Metal layers overlaid:
Two of the layers only.
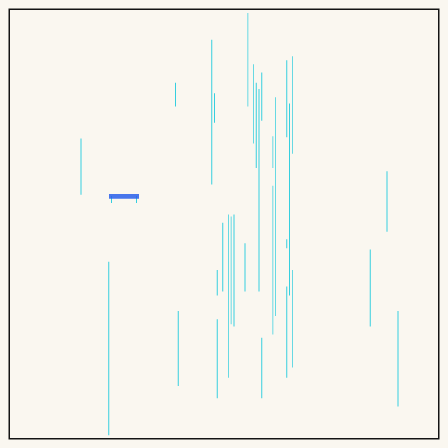
Placement by cell class:
The bar under the picture is 50 um long.
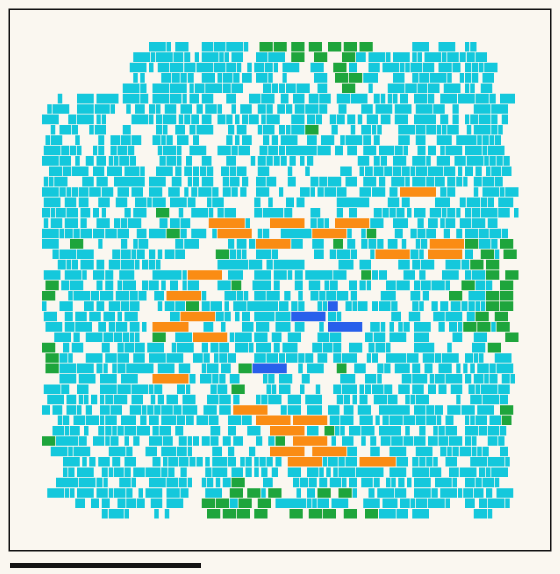
Clock wiring as the flow saved it:
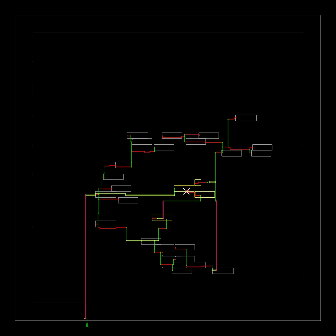
Clock distribution:
The bar under the picture is 50 um long.
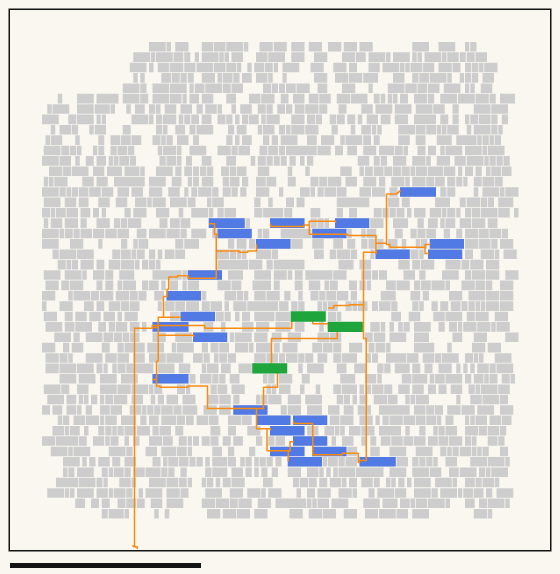
Supply network:
Pins as bars on the die edge.
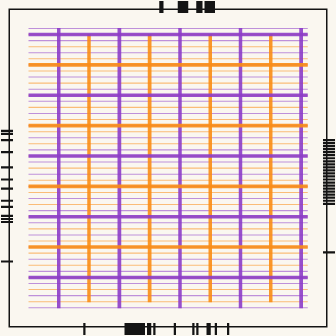
--- config.mk ---
export PLATFORM = sky130hd
export DESIGN_NAME = output_port_allocator
export DESIGN_NICKNAME = d
export VERILOG_FILES = /design/src/rtl/output_port_allocator.sv
export SDC_FILE = /design/constraint.sdc
export NUM_CORES = 1
export LEC_CHECK = 0
export CAP_MARGIN = 20
export CORE_MARGIN = 8
export CORE_UTILIZATION = 67
export DETAILED_ROUTE_END_ITERATION = 7
export PLACE_DENSITY = 0.89
export SLEW_MARGIN = 0
export SYNTH_ARGS = -nofsm -noshare
export SYNTH_HDL_FRONTEND = slang
export SYNTH_SLANG_ARGS = --single-unit
--- constraint.sdc ---
create_clock -name clk_i -period 11 [get_ports clk_i]
set_clock_uncertainty 0.15 [all_clocks]
set_input_delay 2.2 -clock clk_i [delete_from_list [all_inputs] [get_ports clk_i]]
set_output_delay 2.2 -clock clk_i [all_outputs]
set_load 0.01 [all_outputs]
--- src/rtl/output_port_allocator.sv ---
// Wormhole output-port allocator: each output round-robin picks one requesting input
// and stays locked to it until that input's tail flit has crossed the crossbar.
module output_port_allocator #(
    parameter int NumberOfPorts  = 5,
    parameter int PortIndexWidth = 3
) (
    input  logic                                     clk_i,
    input  logic                                     rst_ni,
    input  logic [NumberOfPorts-1:0]                 req_valid_i,
    input  logic [NumberOfPorts*NumberOfPorts-1:0]   req_port_i,
    input  logic [NumberOfPorts-1:0]                 req_tail_i,
    input  logic [NumberOfPorts-1:0]                 out_ready_i,
    output logic [NumberOfPorts-1:0]                 grant_o,
    output logic [NumberOfPorts*PortIndexWidth-1:0]  out_sel_o,
    output logic [NumberOfPorts-1:0]                 out_valid_o,
    output logic [NumberOfPorts-1:0]                 out_busy_o
);

    localparam int N = NumberOfPorts;
    localparam int W = PortIndexWidth;

    typedef enum logic {
        StIdle,
        StLocked
    } state_e;

    state_e         state_q  [N];
    state_e         state_d  [N];
    logic [W-1:0]   owner_q  [N];
    logic [W-1:0]   owner_d  [N];
    logic [W-1:0]   ptr_q    [N];
    logic [W-1:0]   ptr_d    [N];

    logic [N-1:0]   reqMask  [N];
    logic [N-1:0]   reqToOut [N];
    logic [W-1:0]   winner   [N];
    logic [N-1:0]   anyReq;
    logic [N-1:0]   ownsAny;
    logic [N-1:0]   transfer;
    logic [W-1:0]   scanIdx;

    // Keep only the lowest requested output of each valid input.
    always_comb begin
        for (int i = 0; i < N; i++) begin
            reqMask[i] = '0;
            for (int o = N - 1; o >= 0; o--) begin
                if (req_port_i[i*N + o]) begin
                    reqMask[i]    = '0;
                    reqMask[i][o] = 1'b1;
                end
            end
            if (!req_valid_i[i]) begin
                reqMask[i] = '0;
            end
        end
    end

    // An input that already holds an output may not compete for another one.
    always_comb begin
        ownsAny = '0;
        for (int o = 0; o < N; o++) begin
            if (state_q[o] == StLocked) begin
                ownsAny[owner_q[o]] = 1'b1;
            end
        end
        for (int o = 0; o < N; o++) begin
            for (int i = 0; i < N; i++) begin
                reqToOut[o][i] = reqMask[i][o] & ~ownsAny[i];
            end
        end
    end

    // Scan from farthest to nearest so the input closest after the pointer wins.
    always_comb begin
        scanIdx = '0;
        for (int o = 0; o < N; o++) begin
            anyReq[o] = 1'b0;
            winner[o] = '0;
            for (int k = N; k >= 1; k--) begin
                scanIdx = W'((int'(ptr_q[o]) + k) % N);
                if (reqToOut[o][scanIdx]) begin
                    anyReq[o] = 1'b1;
                    winner[o] = scanIdx;
                end
            end
        end
    end

    always_comb begin
        transfer = '0;
        for (int o = 0; o < N; o++) begin
            state_d[o] = state_q[o];
            owner_d[o] = owner_q[o];
            ptr_d[o]   = ptr_q[o];
            case (state_q[o])
                StIdle: begin
                    if (anyReq[o]) begin
                        state_d[o] = StLocked;
                        owner_d[o] = winner[o];
                        ptr_d[o]   = winner[o];
                    end
                end
                StLocked: begin
                    transfer[o] = req_valid_i[owner_q[o]] & out_ready_i[o];
                    if (transfer[o] && req_tail_i[owner_q[o]]) begin
                        state_d[o] = StIdle;
                    end
                end
                default: state_d[o] = StIdle;
            endcase
        end
    end

    always_comb begin
        grant_o     = '0;
        out_valid_o = transfer;
        out_busy_o  = '0;
        out_sel_o   = '0;
        for (int o = 0; o < N; o++) begin
            out_sel_o[o*W +: W] = owner_q[o];
            if (state_q[o] == StLocked) begin
                out_busy_o[o]       = 1'b1;
                grant_o[owner_q[o]] = grant_o[owner_q[o]] | out_ready_i[o];
            end
        end
    end

    // Pointers reset to the last port so input 0 is favoured first.
    always_ff @(posedge clk_i or negedge rst_ni) begin
        if (!rst_ni) begin
            for (int o = 0; o < N; o++) begin
                state_q[o] <= StIdle;
                owner_q[o] <= '0;
                ptr_q[o]   <= W'(N - 1);
            end
        end else begin
            for (int o = 0; o < N; o++) begin
                state_q[o] <= state_d[o];
                owner_q[o] <= owner_d[o];
                ptr_q[o]   <= ptr_d[o];
            end
        end
    end

endmodule

==> impl_metrics.env <==
# source this file to load flow results
export IMPL_ys_sh_aoi_pct=28.8
export IMPL_critPathMaxFanout=6
export IMPL_ys_sh_xor_pct=4.87
export IMPL_overflow=0
export IMPL_maxSlewHeadroom_pct=22.6
export IMPL_ys_ff=25
export IMPL_hold_class="register to register"
export IMPL_max_cap_violations=0
export IMPL_violations="DRC"
export IMPL_syn_cell_area_sq_um=10600
export IMPL_first_iter_violations=965
export IMPL_worstMarginPinSlew_ps=1150
export IMPL_grt_met3_usage_pct=3.86
export IMPL_synth_chip_area_sq_um=10600
export IMPL_layout_top_cell="ha_1"
export IMPL_routed_wl_um=30800
export IMPL_ant_nets=0
export IMPL_portBuffers=71
export IMPL_nonClockInverterCount=100
export IMPL_viasPerCell=6.85
export IMPL_cp_slowest_cell="clkdlybuf4s50_1"
export IMPL_status="finished with violations"
export IMPL_start_kind="input pin"
export IMPL_n_tap_cell=216
export IMPL_top_usage_layer="met2"
export IMPL_setup_viol=0
export IMPL_postPlaceCellArea_sq_um=11200
export IMPL_diodes=0
export IMPL_logic_gates=1207
export IMPL_avgSynthCellArea_sq_um=7.50
export IMPL_p_seq_mw=0.252
export IMPL_largestClassByArea="multi-input combinational cells"
export IMPL_final_cell_mix="ha_1 (126), inv_1 (95), nand2_1 (94)"
export IMPL_top_power_group="combinational cells"
export IMPL_dr_wl_met3_um=2190
export IMPL_finalCriticalPeriod_ps=7990
export IMPL_drive_gt1_share_pct=7.56
export IMPL_fp_dieArea_sq_um=20000
export IMPL_cts_buffer_depth=2
export IMPL_drc=2
export IMPL_power_density_nw_per_um2=340
export IMPL_area_delta_synth_final_pct=6.97
About 'metal layers overlaid':
legend:
  cyan:
    layer: met4
    wire_length: 945 um
  blue:
    layer: met5
    wire_length: 8.30 um
wire length per cell: 18.9 um
detailed-route via count: 11,200
total track usage: 29.7%

About 'placement by cell class':
legend:
  green:
    class: other buffers and delay cells
    cells: 79
    share_of_their_area: 7.0%
  orange:
    class: flip-flops
    cells: 25
    share_of_their_area: 5.7%
  cyan:
    class: all other logic
    cells: 1,307
    share_of_their_area: 87%
  blue:
    class: clock drivers and dummy loads
    cells: 4
    share_of_their_area: 0.75%
Cell Rows: 46
Seq/total area: 5.59%
core area: 15,700 sq um
post-route cell area: 11,300 sq um
Final Core Density: 72.2%

About 'clock wiring as the flow saved it':
clk latency late pin: 270 ps
CTS Buf Count: 3
FFs & Latches: 25
count of clock buffers in the final design: 3
P_clk: 0.0906 mW

About 'clock distribution':
legend:
  green:
    item: cells driving clock nets
    count: 3
  orange:
    item: clock wires
    length: 495 um
  blue:
    item: flip-flops
    count: 25
routed clock nets: 4

About 'supply network':
legend:
  purple:
    net: VSS
  orange:
    net: VDD
met5 straps: 9
met1 rails: 47
rows: 46
met4 straps: 9
signal pins: 72
Die X: 142 um
Chip Height: 142 um
Max VDD drop: 291 uV

==> final timing paths <==
kind	start	slack [ps]	depth (start not counted)	to
min in group asynchronous	rst_ni	2170	2	out_sel_o[13]
setup reg to reg	out_sel_o[0]	4690	19	out_sel_o[2]
hold / removal	ptr_q[5]	520	1	ptr_q[5]
hold reg to reg	ptr_q[5]	520	1	ptr_q[5]
setup / recovery	out_ready_i[0]	3010	12	grant_o[1]
max in group asynchronous	rst_ni	8210	2	ptr_q[14]
==> through the flow <==
step / instances / worst slack (ps) / total power [mW] / utilization, % / hold slack (ps)
after floorplan: 1408 / 4280 / 2.94 / - / 496
after global placement: 1627 / 3040 / 3.56 / 71.6 / 503
after detailed placement: 1627 / 3070 / 3.66 / 71.6 / 506
after CTS: 1631 / 3060 / 3.77 / 72.2 / 516
after global routing: 1631 / 2750 / 4.19 / 72.2 / 527
final: 1631 / 3010 / 3.84 / 72.2 / 520
==> cells in the mapped netlist, drive strengths merged, types with 16 or more instances <==
| master | number | area (sq um) |
|---|---|---|
| nor3b | 17 | 133 |
| mux2i | 65 | 651 |
| mux2 | 20 | 225 |
| buf | 43 | 264 |
| inv | 96 | 360 |
| a21oi | 88 | 452 |
| nor3 | 36 | 180 |
| or2 | 16 | 100 |
| nand3 | 37 | 185 |
| nand2b | 38 | 238 |
| xnor2 | 44 | 385 |
| ha | 126 | 1580 |
| nand2 | 94 | 353 |
| o21ai | 83 | 415 |
| nor2b | 19 | 119 |
| o31ai | 18 | 135 |
| dfrtp | 20 | 500 |
| nor4 | 23 | 156 |
| nor2 | 84 | 318 |
| a211oi | 19 | 143 |
| o21a | 20 | 150 |
| o211ai | 27 | 208 |
| clkbuf | 33 | 124 |
==> sequential cells by signal (all words and copies together), names as in the netlist <==
signal,count
out_sel_o,15
ptr_q,5
state_q,5
No activity file was given, so power comes from the tool's default toggle rates.
